--- config.mk ---
export PLATFORM = sky130hd
export DESIGN_NAME = da_lut_sched
export DESIGN_NICKNAME = d
export VERILOG_FILES = /design/src/rtl/da_lut_sched.sv
export SDC_FILE = /design/constraint.sdc
export NUM_CORES = 1
export LEC_CHECK = 0
export ABC_CLOCK_PERIOD_IN_PS = 7700
export CORE_MARGIN = 2
export CORE_UTILIZATION = 49
export CTS_CLUSTER_DIAMETER = 120
export DETAILED_ROUTE_END_ITERATION = 8
export MAX_ROUTING_LAYER = met4
export PLACE_DENSITY = 0.85
export SLEW_MARGIN = 20
export SYNTH_ARGS = -nofsm -noshare
export SYNTH_HDL_FRONTEND = slang
export SYNTH_SLANG_ARGS = --single-unit
--- constraint.sdc ---
create_clock -name clk -period 7.7 [get_ports clk]
set_input_delay 1.155 -clock clk [delete_from_list [all_inputs] [get_ports clk]]
set_output_delay 1.155 -clock clk [all_outputs]
set_load 0.02 [all_outputs]
--- src/rtl/da_lut_sched.sv ---
// da_lut_sched: sequencer for the LUT-split distributed-arithmetic MAC.
// Accepts a weight set, strobes it into the LUT builder and walks the 16
// shared sub-LUT entries. Then it streams the bit-planes of each input
// vector MSB-first, driving the accumulator clear, subtract and result
// strobes. Every output except the two ready signals is a flop.
module da_lut_sched #(
    parameter int K            = 8,
    parameter int DATA_WIDTH_B = 8,
    parameter int DATA_WIDTH_X = 8
) (
    input  logic                      clk,
    input  logic                      rst_n,
    input  logic                      w_valid,
    output logic                      w_ready,
    input  logic [K*DATA_WIDTH_B-1:0] w_data,
    input  logic                      x_valid,
    output logic                      x_ready,
    input  logic [K*DATA_WIDTH_X-1:0] x_data,
    output logic [K*DATA_WIDTH_B-1:0] b_data,
    output logic                      b_load,
    output logic                      lut_wr_en,
    output logic [3:0]                lut_wr_idx,
    output logic                      plane_valid,
    output logic [K-1:0]              bitplane,
    output logic                      acc_clr,
    output logic                      acc_sub,
    output logic                      y_valid,
    output logic                      w_loaded,
    output logic                      busy
);

    localparam int JW = $clog2(DATA_WIDTH_X);
    localparam logic [JW-1:0] J_TOP = JW'(DATA_WIDTH_X - 1);

    typedef enum logic [2:0] {
        S_IDLE, S_LOAD_W, S_BUILD, S_READY, S_COMPUTE, S_DONE
    } state_t;

    state_t state_q, state_d;

    logic [K*DATA_WIDTH_B-1:0] b_data_q, b_data_d;
    logic [K*DATA_WIDTH_X-1:0] x_q, x_d;
    logic [JW-1:0]             j_q, j_d;
    logic [3:0]                idx_q, idx_d;
    logic [K-1:0]              bp_q, bp_d;
    logic                      wl_q, wl_d;
    logic                      b_load_q, wr_en_q, pv_q, clr_q, sub_q, yv_q, busy_q;
    logic                      w_hs, x_hs;

    // Bit j of every input element, i.e. one bit-plane of the vector.
    function automatic logic [K-1:0] plane_of(input logic [K*DATA_WIDTH_X-1:0] xv,
                                              input logic [JW-1:0] j);
        logic [K-1:0]              p;
        logic [DATA_WIDTH_X-1:0]   xi;
        p = '0;
        for (int i = 0; i < K; i++) begin
            xi   = xv[i*DATA_WIDTH_X +: DATA_WIDTH_X];
            p[i] = xi[j];
        end
        return p;
    endfunction

    // Weight updates take priority: x is only accepted when no weight set is offered.
    assign w_ready = (state_q == S_IDLE) || (state_q == S_READY);
    assign x_ready = (state_q == S_READY) && !w_valid;
    assign w_hs    = w_valid && w_ready;
    assign x_hs    = x_valid && x_ready;

    // Next-state logic for the sequencer.
    always_comb begin
        state_d = state_q;
        case (state_q)
            S_IDLE:    if (w_hs) state_d = S_LOAD_W;
            S_READY: begin
                if (w_hs)      state_d = S_LOAD_W;
                else if (x_hs) state_d = S_COMPUTE;
            end
            S_LOAD_W:  state_d = S_BUILD;
            S_BUILD:   if (idx_q == 4'd15) state_d = S_READY;
            S_COMPUTE: if (j_q == '0) state_d = S_DONE;
            S_DONE:    state_d = S_READY;
            default:   state_d = S_IDLE;
        endcase
    end

    // Next values of the captured data, counters and the held LUT index / plane.
    always_comb begin
        b_data_d = b_data_q;
        x_d      = x_q;
        j_d      = j_q;
        idx_d    = idx_q;
        bp_d     = bp_q;
        wl_d     = wl_q;
        if (w_hs) begin
            b_data_d = w_data;
            wl_d     = 1'b0;
        end
        if (state_q == S_LOAD_W) begin
            idx_d = 4'd0;
        end else if (state_q == S_BUILD) begin
            if (idx_q == 4'd15) wl_d = 1'b1;
            else                idx_d = idx_q + 4'd1;
        end
        if (x_hs) begin
            x_d  = x_data;
            j_d  = J_TOP;
            bp_d = plane_of(x_data, J_TOP);
        end else if (state_q == S_COMPUTE && j_q != '0) begin
            j_d  = j_q - JW'(1);
            bp_d = plane_of(x_q, j_q - JW'(1));
        end
    end

    // State and registered outputs; strobes are decoded from the next state.
    always_ff @(posedge clk or negedge rst_n) begin
        if (!rst_n) begin
            state_q  <= S_IDLE;
            b_data_q <= '0;
            x_q      <= '0;
            j_q      <= '0;
            idx_q    <= '0;
            bp_q     <= '0;
            wl_q     <= 1'b0;
            b_load_q <= 1'b0;
            wr_en_q  <= 1'b0;
            pv_q     <= 1'b0;
            clr_q    <= 1'b0;
            sub_q    <= 1'b0;
            yv_q     <= 1'b0;
            busy_q   <= 1'b0;
        end else begin
            state_q  <= state_d;
            b_data_q <= b_data_d;
            x_q      <= x_d;
            j_q      <= j_d;
            idx_q    <= idx_d;
            bp_q     <= bp_d;
            wl_q     <= wl_d;
            b_load_q <= (state_d == S_LOAD_W);
            wr_en_q  <= (state_d == S_BUILD);
            pv_q     <= (state_d == S_COMPUTE);
            clr_q    <= x_hs;
            sub_q    <= x_hs;
            yv_q     <= (state_d == S_DONE);
            busy_q   <= (state_d != S_IDLE) && (state_d != S_READY);
        end
    end

    assign b_data      = b_data_q;
    assign b_load      = b_load_q;
    assign lut_wr_en   = wr_en_q;
    assign lut_wr_idx  = idx_q;
    assign plane_valid = pv_q;
    assign bitplane    = bp_q;
    assign acc_clr     = clr_q;
    assign acc_sub     = sub_q;
    assign y_valid     = yv_q;
    assign w_loaded    = wl_q;
    assign busy        = busy_q;

endmodule

Run 1, routed metal, one color a layer:
Two of the layers only.
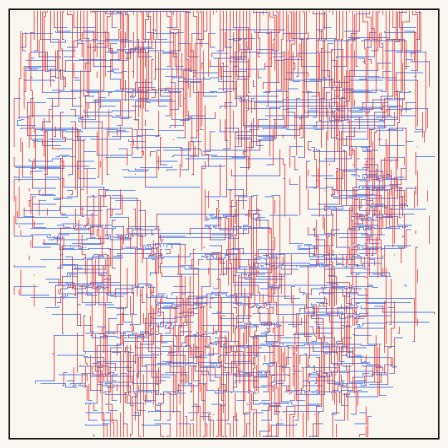
[metal 2] red | wire length: 9310 um
[metal 1] blue | wire length: 6260 um
Global Route Usage Sum: 0.265
DRT Wirelength: 17.0 mm

Run 1, zoomed window:
Region (76, 17) to (101, 42) um. Cells in gray, sequential cells in the stronger gray; small squares are vias.
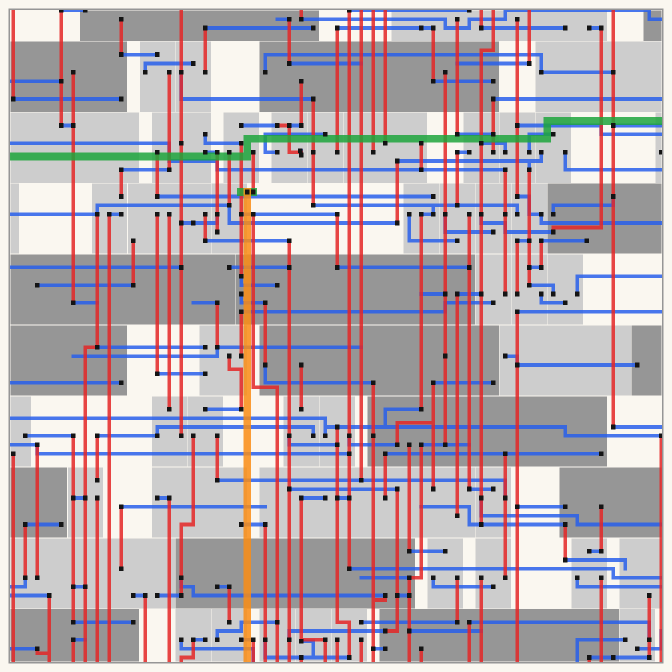
[metal 4] orange
[metal 1] blue
[metal 3] green
[metal 2] red
sequential cells in the window: 8
netlist names of flops here include: x_q (6), bitplane (2)
most frequent: nand2_1 (32), dfrtp_1 (8), mux4_2 (2)
cells with their middle in the window: 50

Run 1, the metal 4 layer:
Cells faint in the background.
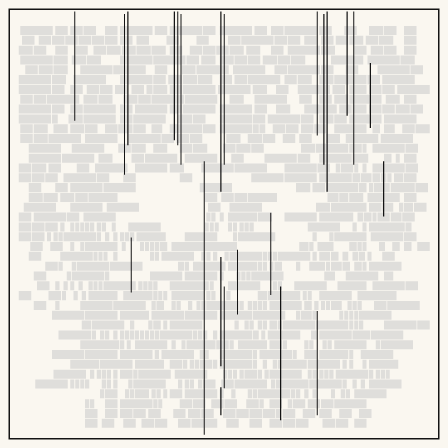
wire length on this layer: 805 um
nets with wire on the layer: 22
longest straight run: 75.5 um
share of all routed wire: 4.7%

==> job_summary.md, run 1 <==
## PnR job results

| Metric | Value |
|---|---|
| Status | `finished clean` |
| RSZ-0062 raised after global routing | `false` |
| IO buf count | `217` |
| Late-Pin Clk Latency | `0.43 ns` |
| Rows | `41` |
| Worst R2R End | `bitplane[6]$_DFFE_PN0P_` |
| Cells in synth_stat.txt | `566` |
| Tapcells | `172` |
| Vias in the first global route | `5332` |
| FF-to-FF setup slack | `4.85 ns` |
| Yosys top cell area share | `0.595` |
| Leakage | `4.19 nW` |
| Pint | `0.00262 W` |
| Slew Limit Headroom | `0.306` |
| Hold Slack | `0.470 ns` |
| Yosys stat area | `6430 um2` |
| CP arrival | `2.67 ns` |
| Fmax | `262 MHz` |
| Design Area, Final | `9300 um2` |
| WP data required | `6.55 ns` |
| Vias | `4889` |
| Clock Sinks | `153` |
| Count of library flops with an enable pin | `0` |
| FP Util | `0.506` |
| Seq share, synth | `0.595` |
| Final global-route overflow total | `0` |
| Comb power frac | `0.434` |
| Comb area share | `0.261` |
| Sequential share of cell area | `0.412` |
| Non-clock buffer contribution to total cell area | `0.237` |
| Syn nets | `701` |
| Most used DFF post-synth | `dfrtp_1` |
| Hold Path Depth | `2` |
| Final Hold Vio Count | `0` |
| Mi-comb count | `375` |
| Clock-net power | `0.000849 W` |
| # placed instances | `926` |
| TNS Setup | `0 ns` |
| Pwr Total | `0.00404 W` |
| Layout Nets | `908` |
| VDD IR max | `0.341 mV` |
| Seq cells | `153` |
| Dominant class by area | `flip-flops and latches` |
==> run 1: worst max-delay path by stage <==
stage,from,endpoint,depth (start not counted)
6_report,w_valid,x_ready,3
5_1_grt,w_valid,x_ready,3
4_1_cts,w_valid,x_ready,3
3_5_place_dp,w_valid,bitplane[6]$_DFFE_PN0P_,8
3_3_place_gp,w_valid,bitplane[6]$_DFFE_PN0P_,8
2_1_floorplan,w_valid,x_ready,1
==> run 1: kinds of logic after synthesis <==
logic type / count (synthesis) / synth area share
adder cells (fa/ha/maj): 3 / 0.00584
AND/OR/NAND/NOR: 263 / 0.163
multiplexers: 82 / 0.171
XOR/XNOR: 8 / 0.0109
buffers and inverters: 38 / 0.0286
AND-OR/OR-AND: 19 / 0.0255
flip-flops: 153 / 0.595
==> run 1: flip-flops by register name (all words and copies together) (netlist names) <==
signal       count
b_data          64
x_q             64
bitplane         8
lut_wr_idx       4
j_q              3
state_q          3
acc_sub          1
b_load           1
busy             1
lut_wr_en        1
plane_valid      1
w_loaded         1
y_valid          1
==> run 1: Yosys cell counts (4+ instances only) <==
library cell,number
nand2_1,232
dfrtp_1,153
mux2_2,64
mux4_2,16
nor2_1,14
buf_1,11
buf_2,9
a31oi_1,7
clkbuf_1,7
inv_1,6
xor2_1,5
nand2b_1,4
==> run 1: routing by layer <==
| metal | GRT usage | wire length, um | share of wire | vias to the layer above |
|---|---|---|---|---|
| met5 | - | 0 | 0 | - |
| met4 | 0.143 | 805 | 0.047 | 0 |
| met3 | 0.0656 | 663 | 0.039 | 48 |
| met2 | 0.450 | 9310 | 0.55 | 144 |
| met1 | 0.284 | 6260 | 0.37 | 2423 |
| li1 | - | - | - | 2274 |
==> run 1: critical path, cell delays in order <==
cell	delay [ns]
clkdlybuf4s50_1	0.51
and4bb_1	0.38
clkdlybuf4s50_1	0.63
==> inputs of run 2 (changes only) <==
- ABC_CLOCK_PERIOD_IN_PS: 7700 -> 3790
- CORE_UTILIZATION: 49 -> 46
- PLACE_DENSITY: 0.85 -> 0.81
- clock period: 7.7 -> 3.79 ns (I/O delays scaled with it)
Run 2, power grid:
Bar = 20 um. Pins as bars on the die edge. Tap cells in gray.
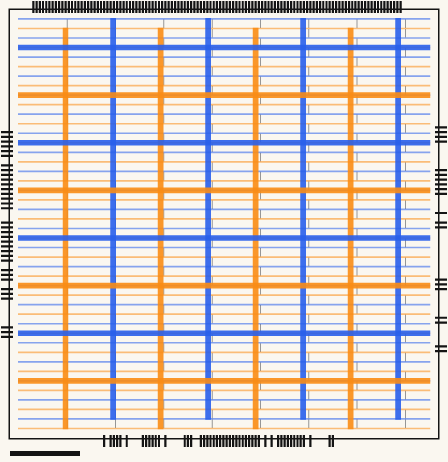
[VDD] blue
[VSS] orange
tap cells: 180
rows: 43
signal pins: 218
VDD IR max: 0.644 mV
core area: 13800 um2

==> job_summary.md, run 2 <==
## PnR job results

| Metric | Value |
|---|---|
| Status | `finished clean` |
| Vias | `4946 (+1.2%)` |
| Post-route ant nets | `0` |
| Critical path's largest stage delay | `0.61 ns (-0.02 ns)` |
| Yosys stat area | `6430 um2 (unchanged)` |
| FF-to-FF setup slack | `1.57 ns (-3.28 ns)` |
| Simple share | `0.163 (unchanged)` |
| Clock Sinks | `153 (unchanged)` |
| Adder Share, Synth | `0.00584 (unchanged)` |
| Layout Skew | `0.0113 ns` |
| Yosys top cell area share | `0.595 (unchanged)` |
| Slew Limit Headroom | `0.357 (+0.0512)` |
| DRT Wirelength | `17.0 mm (-0.14%)` |
| Worst R2R End | `busy$_DFF_PN0_` |
| IO buf count | `217 (unchanged)` |
| Fmax | `386 MHz` |
| Clock-net power | `0.00147 W (+73%)` |
| Seq share, synth | `0.595 (unchanged)` |
| XOR/XNOR Area Share | `0.0109 (unchanged)` |
| Final Hold Vio Count | `0 (unchanged)` |
| Late-Pin Clk Latency | `0.42 ns (about the same)` |
| # placed instances | `939 (+1.4%)` |
| Synth top cells by count | `nand2_1, dfrtp_1, mux2_2` |
| Most used DFF post-synth | `dfrtp_1` |
| Rows | `43 (+4.9%)` |
| Pint | `0.00514 W (+96%)` |
| Syn nets | `701 (unchanged)` |
| Count of library flops with an enable pin | `0 (unchanged)` |
| Worst Setup SP | `w_valid` |
| Most frequent cell after synthesis | `nand2_1` |
| Vias in the first global route | `5207 (-2.3%)` |
| Design Area, Final | `9250 um2 (-0.52%)` |
| TNS Setup | `0 ns (unchanged)` |
| FP Util | `0.467 (-0.0386)` |
| Final global-route overflow total | `0 (unchanged)` |
| CP dominant cell by count | `clkdlybuf4s50_1` |
| Leakage | `4.17 nW (-0.43%)` |
| Comb power frac | `0.453 (+0.019)` |
| WP data required | `3.22 ns (-3.33 ns)` |
| CP arrival | `2.02 ns (-0.65 ns)` |
| Hold Slack | `0.191 ns (-0.279 ns)` |
| Crit-path slowest cell | `clkdlybuf4s50_1` |
| Layout Nets | `913 (+0.55%)` |
| Max-slew violations | `0` |
-- run 2: cell counts after synthesis --
Identical to the previous run, type by type.
-- run 2: area by class of cell --
type                    instances  area, um2  area share
well taps                     180        225      0.0243
flip-flops and latches        153       3830       0.414
repair buffers                225       2250       0.243
clock buffers                  23        478      0.0517
multi-input cells             375       2430       0.262
inverters                       6       22.5     0.00243
clock inverters                 4       22.5     0.00243
-- run 2: kinds of logic (layout without fill, tap and decap cells) --
family,count (synthesis),in the layout
AND-OR/OR-AND,19,19
XOR/XNOR,8,8
adder cells (fa/ha/maj),3,3
buffers and inverters,38,258
flip-flops,153,153
multiplexers,82,82
AND/OR/NAND/NOR,263,263
-- run 2: metrics by stage --
| stage | setup WS (ns) | total power, W | util |
|---|---|---|---|
| 2_1_floorplan | 1.22 | 0.00499 | - |
| 3_5_place_dp | 1.13 | 0.00651 | 0.635 |
| 3_3_place_gp | 1.22 | 0.00633 | 0.635 |
| 4_1_cts | 1.20 | 0.00803 | 0.672 |
| 5_1_grt | 1.13 | 0.00842 | 0.672 |
| 6_report | 1.20 | 0.00797 | 0.672 |
-- run 2: critical path, delay by kind of cell --
kind,cells,cell delay (ns)
simple gates,1,0.35
buf+inv,2,1.11
-- run 2: per-layer routing --
layer / up-vias / track usage / wire length [um]
met4: 0 / 0.0884 / 388
met5: - / - / 0
met2: 121 / 0.417 / 9560
met3: 29 / 0.0507 / 591
li1: 2277 / - / -
met1: 2519 / 0.277 / 6480
==> inputs of run 3 (changes only) <==
- ABC_CLOCK_PERIOD_IN_PS: 3790 -> 2500
- clock period: 3.79 -> 2.5 ns (I/O delays scaled with it)
Run 3, power grid:
Bar = 20 um. Pins as bars on the die edge. Tap cells in gray.
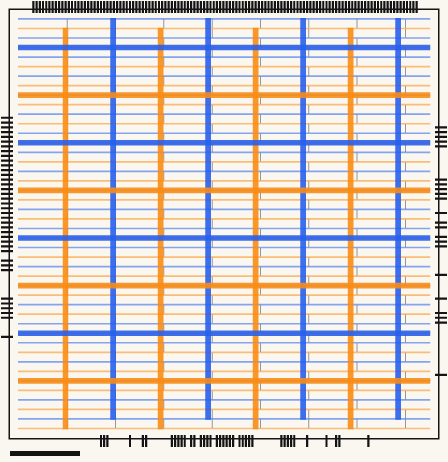
[VDD] blue
[VSS] orange
signal pins: 218
met5 straps: 8
rows: 43
tap cells: 180
met1 rails: 44
VDD IR max: 0.880 mV
Die Ht: 122 um
die width: 122 um

==> job_summary.md, run 3 <==
## PnR job results

| Metric | Value |
|---|---|
| Core area | `13800 um2 (unchanged)` |
| Most Crowded Layer GR | `met2` |
| Final Hold Vio Count | `0 (unchanged)` |
| TNS Setup | `0 ns (unchanged)` |
| Worst R2R End | `busy$_DFF_PN0_` |
| Count of library flops with an enable pin | `0 (unchanged)` |
| Pwr Total | `0.0125 W (+57%)` |
| Status | `finished clean` |
| Seq share, synth | `0.595 (unchanged)` |
| WP data required | `2.12 ns (-1.10 ns)` |
| # placed instances | `947 (+0.85%)` |
| Hold Slack | `0.471 ns (+0.280 ns)` |
| CP Buf/Inv Count | `1 (-1)` |
| Most frequent cell after synthesis | `nand2_1` |
| Fmax | `423 MHz` |
| Met2 usage | `0.392 (-0.0250)` |
| IO buf count | `217 (unchanged)` |
| Post-Place Worst Slack | `0.0682 ns (-1.06 ns)` |
| Kind of cell adding the most delay to the critical path | `flip-flops` |
| Highest metal used | `met4` |
| Rows | `43 (unchanged)` |
| Layout Skew | `0.00737 ns (-0.00394 ns)` |
| CP arrival | `1.99 ns (-0.03 ns)` |
| Yosys stat area | `6430 um2 (unchanged)` |
| DRT Wirelength | `16.8 mm (-1.2%)` |
| Final global-route overflow total | `0 (unchanged)` |
| DR WL met3 | `830 um (+40%)` |
| Fin util | `0.688 (+0.0165)` |
| Crit-path slowest cell | `dfrtp_1` |
| Vias | `4933 (-0.26%)` |
| WL met1 | `6.37 mm (-1.7%)` |
| Design Area, Final | `9480 um2 (+2.5%)` |
| Vias in the first global route | `5141 (-1.3%)` |
| Late-Pin Clk Latency | `0.43 ns (about the same)` |
| FP Util | `0.467 (unchanged)` |
| Max-slew violations | `0 (unchanged)` |
| Clock Sinks | `153 (unchanged)` |
| Critical path's largest stage delay | `0.60 ns (about the same)` |
| FF-to-FF setup slack | `0.24 ns (-1.33 ns)` |
| Final setup margin | `0.138 ns (-1.06 ns)` |
| Met1 usage | `0.272 (-0.00517)` |
| Synth top cells by count | `nand2_1, dfrtp_1, mux2_2` |
| Met2 wire length | `8.89 mm (-7.0%)` |
==> run 3: layout make-up <==
class,instances,area [um2]
Clock buffer,18,439
Antenna cell,3,7.51
Tap cell,180,225
Sequential cell,153,3830
Clock inverter,14,174
Multi-Input combinational cell,375,2430
Inverter,6,22.5
Fill cell,1033,4300
Timing Repair Buffer,234,2350
==> run 3: report_power, final <==
group / switching (W) / total, W / internal [W]
Combinational: 0.00263 / 0.00552 / 0.00289
Clock: 0.00105 / 0.00265 / 0.00160
Sequential: 0.000678 / 0.00433 / 0.00365
Total: 0.00437 / 0.0125 / 0.00814
==> run 3: what timing repair did <==
action | 4_1_cts | 5_1_grt
hold buffers | 1 | 0
hold endpoints to repair | 65 | 0
setup buffers | 0 | 0
==> run 3: how the worst max path moves through the flow <==
| stage | from | depth (start not counted) | endpoint | slack [ns] |
|---|---|---|---|---|
| after floorplan | j_q[0]$_DFFE_PN0P_ | 11 | bitplane[4]$_DFFE_PN0P_ | 0.05 |
| after global placement | x_valid | 6 | busy$_DFF_PN0_ | 0.19 |
| after detailed placement | x_valid | 6 | busy$_DFF_PN0_ | 0.07 |
| after CTS | state_q[1]$_DFF_PN0_ | 3 | w_ready | 0.15 |
| after global routing | state_q[1]$_DFF_PN0_ | 3 | w_ready | 0.07 |
| final | state_q[1]$_DFF_PN0_ | 3 | w_ready | 0.14 |
==> run 3: logic make-up (layout without fill, tap and decap cells) <==
kind of cell | Yosys count | in the layout | synth area share
and+or+nand+nor | 263 | 263 | 0.163
AOI/OAI and AO/OA | 19 | 19 | 0.0255
DFF | 153 | 153 | 0.595
adders and majority gates | 3 | 3 | 0.00584
muxes | 82 | 82 | 0.171
xor gates and xnor gates | 8 | 8 | 0.0109
other | 0 | 3 | 0
buffers and inverters | 38 | 272 | 0.0286
No activity file was given, so power comes from the tool's default toggle rates.
